[src/rtl/pc_redirect_pkg.sv]
// rtl/pc_redirect_pkg.sv - shared types and constants for the PC redirect sequencer
package pc_redirect_pkg;

    localparam int ADDR_W_DEF = 32;

    // Instruction alignment mask: clears the low two bits of a fetch address.
    localparam logic [31:0] IALIGN_MASK = 32'hFFFF_FFFC;

    typedef enum logic [1:0] {
        IDLE = 2'd0,
        HOLD = 2'd1,
        LOAD = 2'd2
    } rd_state_e;

endpackage

[src/rtl/redirect_hold_timer.sv]
// rtl/redirect_hold_timer.sv - saturating HOLD-cycle counter with sticky timeout flag
//
// Ports:
//   clk        in  clock, rising edge
//   rst_n      in  asynchronous active-low reset
//   count_en   in  count one HOLD cycle
//   clear      in  return the counter to zero (wins over count_en)
//   threshold  in  count value at which the timeout flag is set
//   timeout    out sticky flag, cleared only by reset
module redirect_hold_timer #(
    parameter int TMO_W = 8
) (
    input  logic             clk,
    input  logic             rst_n,
    input  logic             count_en,
    input  logic             clear,
    input  logic [TMO_W-1:0] threshold,
    output logic             timeout
);

    logic [TMO_W-1:0] tmo_cnt;
    logic [TMO_W-1:0] cnt_inc;

    // Saturate instead of wrapping so a stuck cache can never re-arm a small count.
    assign cnt_inc = (tmo_cnt == {TMO_W{1'b1}}) ? tmo_cnt : tmo_cnt + 1'b1;

    always_ff @(posedge clk or negedge rst_n) begin
        if (!rst_n) begin
            tmo_cnt <= '0;
            timeout <= 1'b0;
        end else begin
            if (clear) begin
                tmo_cnt <= '0;
            end else if (count_en) begin
                tmo_cnt <= cnt_inc;
                // Flag rises on the same edge the counter reaches the threshold.
                if (cnt_inc >= threshold) begin
                    timeout <= 1'b1;
                end
            end
        end
    end

endmodule

[src/rtl/pc_redirect_sequencer.sv]
// rtl/pc_redirect_sequencer.sv - captures EX redirects, squashes wrong path, loads fetch PC
//
// Optional feature macro: MISALIGN_TRAP_EN (misaligned targets trap instead of being aligned).
//
// Ports:
//   CLK              in   system clock, rising edge
//   RESET            in   asynchronous active-low reset
//   redirect_valid   in   branch taken / jump from EX
//   redirect_target  in   target PC with redirect_valid
//   ex_stall         in   EX frozen; redirect not accepted
//   icache_busy      in   fetch cannot take a new PC this cycle
//   pc_load          out  one-cycle load strobe for the PC register
//   pc_target        out  registered redirect target
//   flush_if_id      out  squash IF/ID
//   flush_id_ex      out  squash ID/EX
//   redirect_busy    out  sequencer not idle
//   hold_timeout     out  sticky: HOLD lasted HOLD_TIMEOUT cycles
//   misalign_trap    out  one-cycle pulse after a misaligned accept (macro builds only)
module pc_redirect_sequencer
    import pc_redirect_pkg::*;
#(
    parameter int ADDR_W       = ADDR_W_DEF,
    parameter int HOLD_TIMEOUT = 255,
    parameter int TMO_W        = 8
) (
    input  logic              CLK,
    input  logic              RESET,
    input  logic              redirect_valid,
    input  logic [ADDR_W-1:0] redirect_target,
    input  logic              ex_stall,
    input  logic              icache_busy,
    output logic              pc_load,
    output logic [ADDR_W-1:0] pc_target,
    output logic              flush_if_id,
    output logic              flush_id_ex,
    output logic              redirect_busy,
    output logic              hold_timeout,
    output logic              misalign_trap
);

    // Widen the 32-bit mask by inverting the (zero-extended) complement, so upper bits stay set.
    localparam logic [ADDR_W-1:0] ALIGN_MASK = ~(ADDR_W'(~IALIGN_MASK));

    rd_state_e state, next_state;
    logic      accept;
    logic      hold_count;
    logic      hold_clear;

    // Gated by RESET so no combinational flush escapes while the block is held in reset.
    assign accept        = redirect_valid & ~ex_stall & (state == IDLE) & RESET;
    assign redirect_busy = (state != IDLE);
    assign hold_count    = (state == HOLD) & icache_busy;
    assign hold_clear    = (state == HOLD) & ~icache_busy;

    always_ff @(posedge CLK or negedge RESET) begin
        if (!RESET) begin
            state <= IDLE;
        end else begin
            state <= next_state;
        end
    end

    always_comb begin
        next_state  = state;
        pc_load     = 1'b0;
        flush_if_id = 1'b0;
        flush_id_ex = 1'b0;
        case (state)
            IDLE: begin
                if (accept) begin
                    flush_if_id = 1'b1;
                    flush_id_ex = 1'b1;
`ifdef MISALIGN_TRAP_EN
                    if (redirect_target[1:0] != 2'b00) begin
                        next_state = IDLE;
                    end else begin
                        next_state = icache_busy ? HOLD : LOAD;
                    end
`else
                    next_state = icache_busy ? HOLD : LOAD;
`endif
                end
            end
            HOLD: begin
                flush_if_id = 1'b1;
                flush_id_ex = 1'b1;
                if (!icache_busy) begin
                    next_state = LOAD;
                end
            end
            LOAD: begin
                // Issued even if the cache turns busy again; the PC register latches anyway.
                pc_load     = 1'b1;
                flush_if_id = 1'b1;
                next_state  = IDLE;
            end
            default: next_state = IDLE;
        endcase
    end

    always_ff @(posedge CLK or negedge RESET) begin
        if (!RESET) begin
            pc_target <= '0;
        end else if (accept) begin
`ifdef MISALIGN_TRAP_EN
            pc_target <= redirect_target;
`else
            pc_target <= redirect_target & ALIGN_MASK;
`endif
        end
    end

`ifdef MISALIGN_TRAP_EN
    logic misalign_q;
    always_ff @(posedge CLK or negedge RESET) begin
        if (!RESET) begin
            misalign_q <= 1'b0;
        end else begin
            misalign_q <= accept & (redirect_target[1:0] != 2'b00);
        end
    end
    assign misalign_trap = misalign_q;
`else
    assign misalign_trap = 1'b0;
`endif

    redirect_hold_timer #(
        .TMO_W(TMO_W)
    ) u_hold_timer (
        .clk       (CLK),
        .rst_n     (RESET),
        .count_en  (hold_count),
        .clear     (hold_clear),
        .threshold (TMO_W'(HOLD_TIMEOUT)),
        .timeout   (hold_timeout)
    );

endmodule

[config.mk]
export PLATFORM = sky130hd
export DESIGN_NAME = pc_redirect_sequencer
export DESIGN_NICKNAME = d
export VERILOG_FILES = /design/src/rtl/pc_redirect_pkg.sv /design/src/rtl/redirect_hold_timer.sv /design/src/rtl/pc_redirect_sequencer.sv
export SDC_FILE = /design/constraint.sdc
export NUM_CORES = 1
export LEC_CHECK = 0
export CAP_MARGIN = 20
export CORE_MARGIN = 2
export CORE_UTILIZATION = 39
export CTS_CLUSTER_SIZE = 20
export DETAILED_ROUTE_END_ITERATION = 7
export PLACE_DENSITY = 0.7
export SYNTH_ARGS = -nofsm -noshare
export SYNTH_HDL_FRONTEND = slang
export SYNTH_HIERARCHICAL = 1
export SYNTH_SLANG_ARGS = --single-unit
export TNS_END_PERCENT = 10
[constraint.sdc]
create_clock -name CLK -period 3.4 [get_ports CLK]
set_clock_uncertainty 0.2 [all_clocks]
set_input_delay 0.34 -clock CLK [delete_from_list [all_inputs] [get_ports CLK]]
set_output_delay 0.34 -clock CLK [all_outputs]
set_load 0.01 [all_outputs]
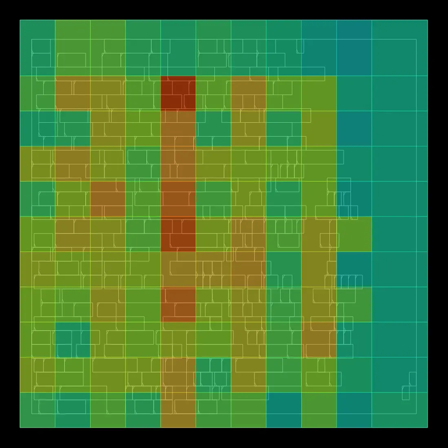
run_1/congestion_map.png
fraction of met3 tracks used by global routing: 6.79%
final core area utilization: 56.3%

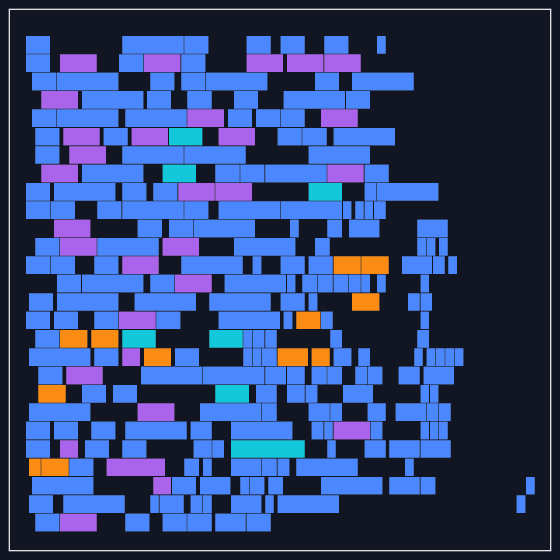
run_1/sizing.png
Key: x1 and smaller = blue [cells 214, share 81%, most used clkdlybuf4s50_1]; x6 and larger = cyan [cells 7, share 2.7%, most used clkbuf_8]; x2 = orange [cells 12, share 4.6%, most used mux2_2]; x3 and x4 = purple [cells 30, share 11%, most used mux2_4]
relative area change from synthesis to final layout: 38.6%
nonclk buf count: 72
final worst setup slack: 772 ps
final instance area: 3120 µm²

==> run notes, run 1 <==
Entry: Yosys synthesis followed by OpenROAD place and route.

Yosys:
- The run puts the number of cell instances after yosys synthesis at 185.
- The run puts the count of library flops with an enable pin at 0.
- The run puts the proportion of synthesized area in mux cells at 22.7%.
- By count the netlist is led by sky130_fd_sc_hd__dfrtp_1 (41), sky130_fd_sc_hd__mux2_4 (26), sky130_fd_sc_hd__ha_1 (13).
- The run gives the number of warning messages in the yosys log as 6.
- The run puts the share of the synthesized area in the top cell type at 45.6%.
- In the Yosys stats the netlist draws on 33 distinct library cells.

Setup path:
- The run gives the capturing instance or port of the critical path as u_hold_timer/timeout.
- The critical path contains buffers and inverters numbering 0 combined.
- The run gives the startpoint of the most critical setup path as u_hold_timer/tmo_cnt[0].
- The run puts the depth of the worst register-to-register path at 9.
- In this run the critical path is formed by ha_1 -> nand3_2 -> or2_1 -> mux2_4 -> ha_1 -> nand2_1 -> o21ai_0 -> a21oi_1 -> o21ai_0.
- The run gives the arrival time at the worst endpoint as 2610 ps.
- The run puts the critical path data required time at 3380 ps.
- The critical path in this run is classified as reg -> reg.
- The run gives the capture instance of the worst register-to-register path as u_hold_timer/timeout.
- The run gives the highest cell delay on the worst timing path as 460 ps.
- The STA report counts the stages on the worst setup path as 9.

Final layout:
- The run puts the fraction of standard cell area that is sequential at 32.9%.
- Of the cells placed in the final design, the portion with a size suffix greater than 1 is 18.6%.
- The registers reported with the highest flop counts are pc_target: 30 flops, u_hold_timer/tmo_cnt: 8 flops, state: 2 flops.
- The run gives the largest register by flop count as pc_target.
- Leaving out fill and tap cells, the most frequent cells in the layout are sky130_fd_sc_hd__clkdlybuf4s50_1 (68), sky130_fd_sc_hd__dfrtp_1 (41), sky130_fd_sc_hd__mux2_4 (26).
- The design has 41 sequential cells.

CTS:
- In this run, post-CTS repair resized a total of 0 instances.
- The skew report gives the latency at the later pin of the worst-skew pair as 290 ps.
- In this run the deepest clock path goes through 2 buffers.

STA:
- The run gives the part of the cycle the worst path needs as 77.3%.
- The run puts the headroom to the max-slew limit at 60.8%.
- Hold timing on the final database bottoms out at a slack of 294 ps.

Routing:
- The run puts the routed wire length at 4300 µm.
- The highest metal layer carrying signal wires in the routed design is met4.
- Per the detail_route log, met3 wirelength is 417 µm.

Outcome:
- The run finished with clean final reports.

Place:
- In this run the cell area measured after placement is 2990 µm².
- The run gives the total of buffers placed on input and output ports as 69.
- Per the gpl log, the routability congestion estimate is 0.833.

Pwr:
- The power report attributes to the sequential group a share of 36.4%.
- The run gives the design internal power as 1.60 mW.
- The power report lists the combinational group at 1.03 mW.
- The run gives the power density normalized to cell area as 723 nW/µm².

Run:
- The stage logs contain a warning count of 31.
- The run puts the max-capacitance violation count at 0.

Die:
- The run gives the area of the die as 6390 µm².
- Before placement the cells fill 40.6% of the core.

Global routing:
- The run gives the layer with the highest usage as met2.
- The run gives the global-route usage over all layers as 14.8%.
- The initial antenna violation count is 0.
- The run gives the met1 global-route usage as 18.5%.

Min path:
- The startpoint identified for the worst hold timing path is u_hold_timer/timeout.
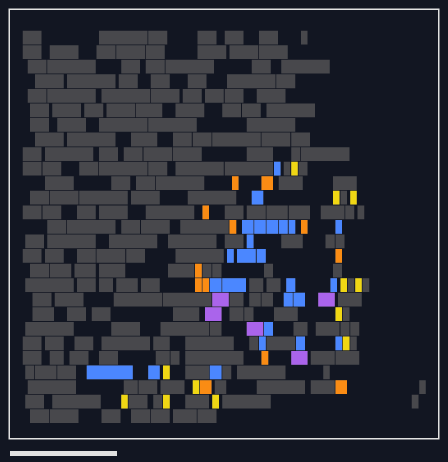
run_1/gates.png
The bar under the picture is 20 µm long.
Key: nand cells = blue [cells 25]; inv cells = yellow [cells 12]; nor cells = orange [cells 12]; xor and xnor cells = purple [cells 5]
non-filler instance count after layout: 335
combinational fraction of the cell area: 36.1%
most common cell after layout, fill and taps aside: sky130_fd_sc_hd__clkdlybuf4s50_1

run_1/clock_wires.png
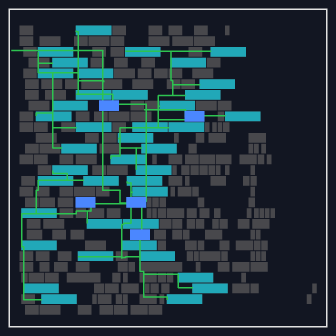

==> run 1 -> run 2 <==
- PLACE_DENSITY: 0.7 -> 0.73
- clock period: 3.4 -> 2.4 ns (I/O delays scaled with it)
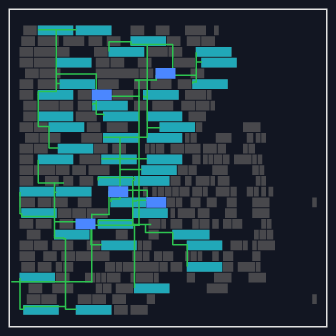
run_2/clock_wires.png
Key: clock-net drivers = blue [count 5]; flip-flops = cyan [count 41]; clock wires = green [length 508 µm]
There are 6 routed clock nets.
clock network power: 563 µW
later-pin clock latency in the skew report: 300 ps
share of power burned in the clock network: 17.3%

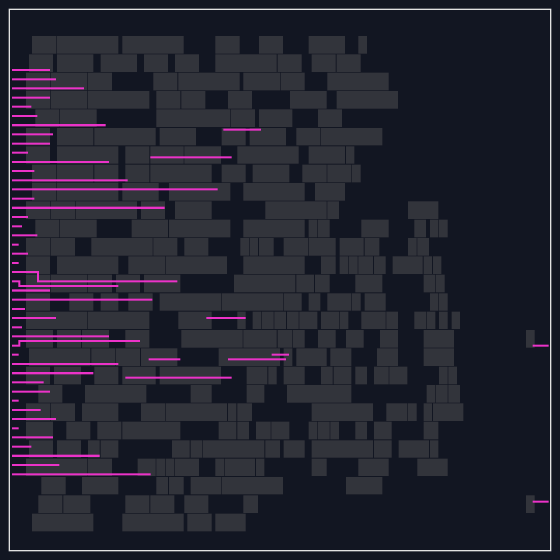
run_2/m3.png
The wires run mostly horizontal. The layer holds 9.3% of the routed length. 50 nets have wire on it.
Vias: 1,630
Routed WL: 4530 µm
fraction of met3 tracks used by global routing: 6.56%

==> run notes, run 2 <==
Entry: Yosys synthesis followed by OpenROAD place and route.

Outcome:
- Result of the run: finished clean (unchanged).

Global routing:
- The layer with the highest usage was met2 (unchanged).
- The met1 global-route usage came to 18.8% (was 18.5%).

Setup path:
- The cell depth of the worst setup path is 5 (was 9).
- Cells traversed along the worst timing path: inv_1 -> ha_4 -> nand4b_4 -> a21oi_1 -> clkdlybuf4s50_1 (was ha_1 -> nand3_2 -> or2_1 -> mux2_4 -> ha_1 -> nand2_1 -> o21ai_0 -> a21oi_1 -> o21ai_0).
- The capture instance of the worst register-to-register path is u_hold_timer/timeout (unchanged).
- The run gives the startpoint of the most critical setup path as state[1] (was u_hold_timer/tmo_cnt[0]).

STA:
- The run gives the headroom to the max-slew limit as 66.3% (was 60.8%).
- The run gives the part of the cycle the worst path needs as 95.0%.
- The smallest setup slack after layout was 119 ps (was 772 ps).

Pwr:
- The run puts the power density normalized to cell area at 1020 nW/µm² (was 723 nW/µm²).
- The run puts the power consumed by combinational cells at 1.54 mW (was 1.03 mW).
- The run gives the design internal power as 2.29 mW (was 1.60 mW).

Die:
- The run puts the area of the die at 6390 µm² (unchanged).

Final layout:
- The run puts the fraction of final layout cells sized beyond drive strength 1 at 22.8% (was 18.6%).
- The run gives the combinational share of cell area as 35.7% (was 36.1%).
- The run gives the core utilization of the finished layout as 57.7% (was 56.3%).
- The run gives the number of flip-flops and latches as 41 (unchanged).
- The run puts the count of plain and timing-repair buffers in the layout at 81 (was 72).

Yosys:
- The run gives the count of library flops with an enable pin as 0 (unchanged).

CTS:
- The run puts the cell resize tally after clock tree synthesis at 1 (was 0).

Run:
- The run gives the total number of warnings across the stage logs as 31 (unchanged).

Place:
- The run gives the total of buffers placed on input and output ports as 69 (unchanged).
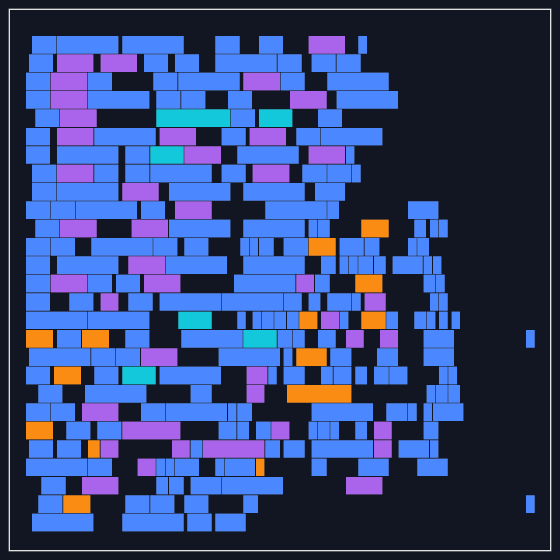
run_2/sizing.png
Key: x3 and x4 = purple [cells 42, share 15%, most used mux2_4]; x1 and smaller = blue [cells 210, share 77%, most used clkdlybuf4s50_1]; x2 = orange [cells 14, share 5.1%, most used mux2_2]; x6 and larger = cyan [cells 6, share 2.2%, most used clkbuf_8]

Power and IR drop assume default switching activity.
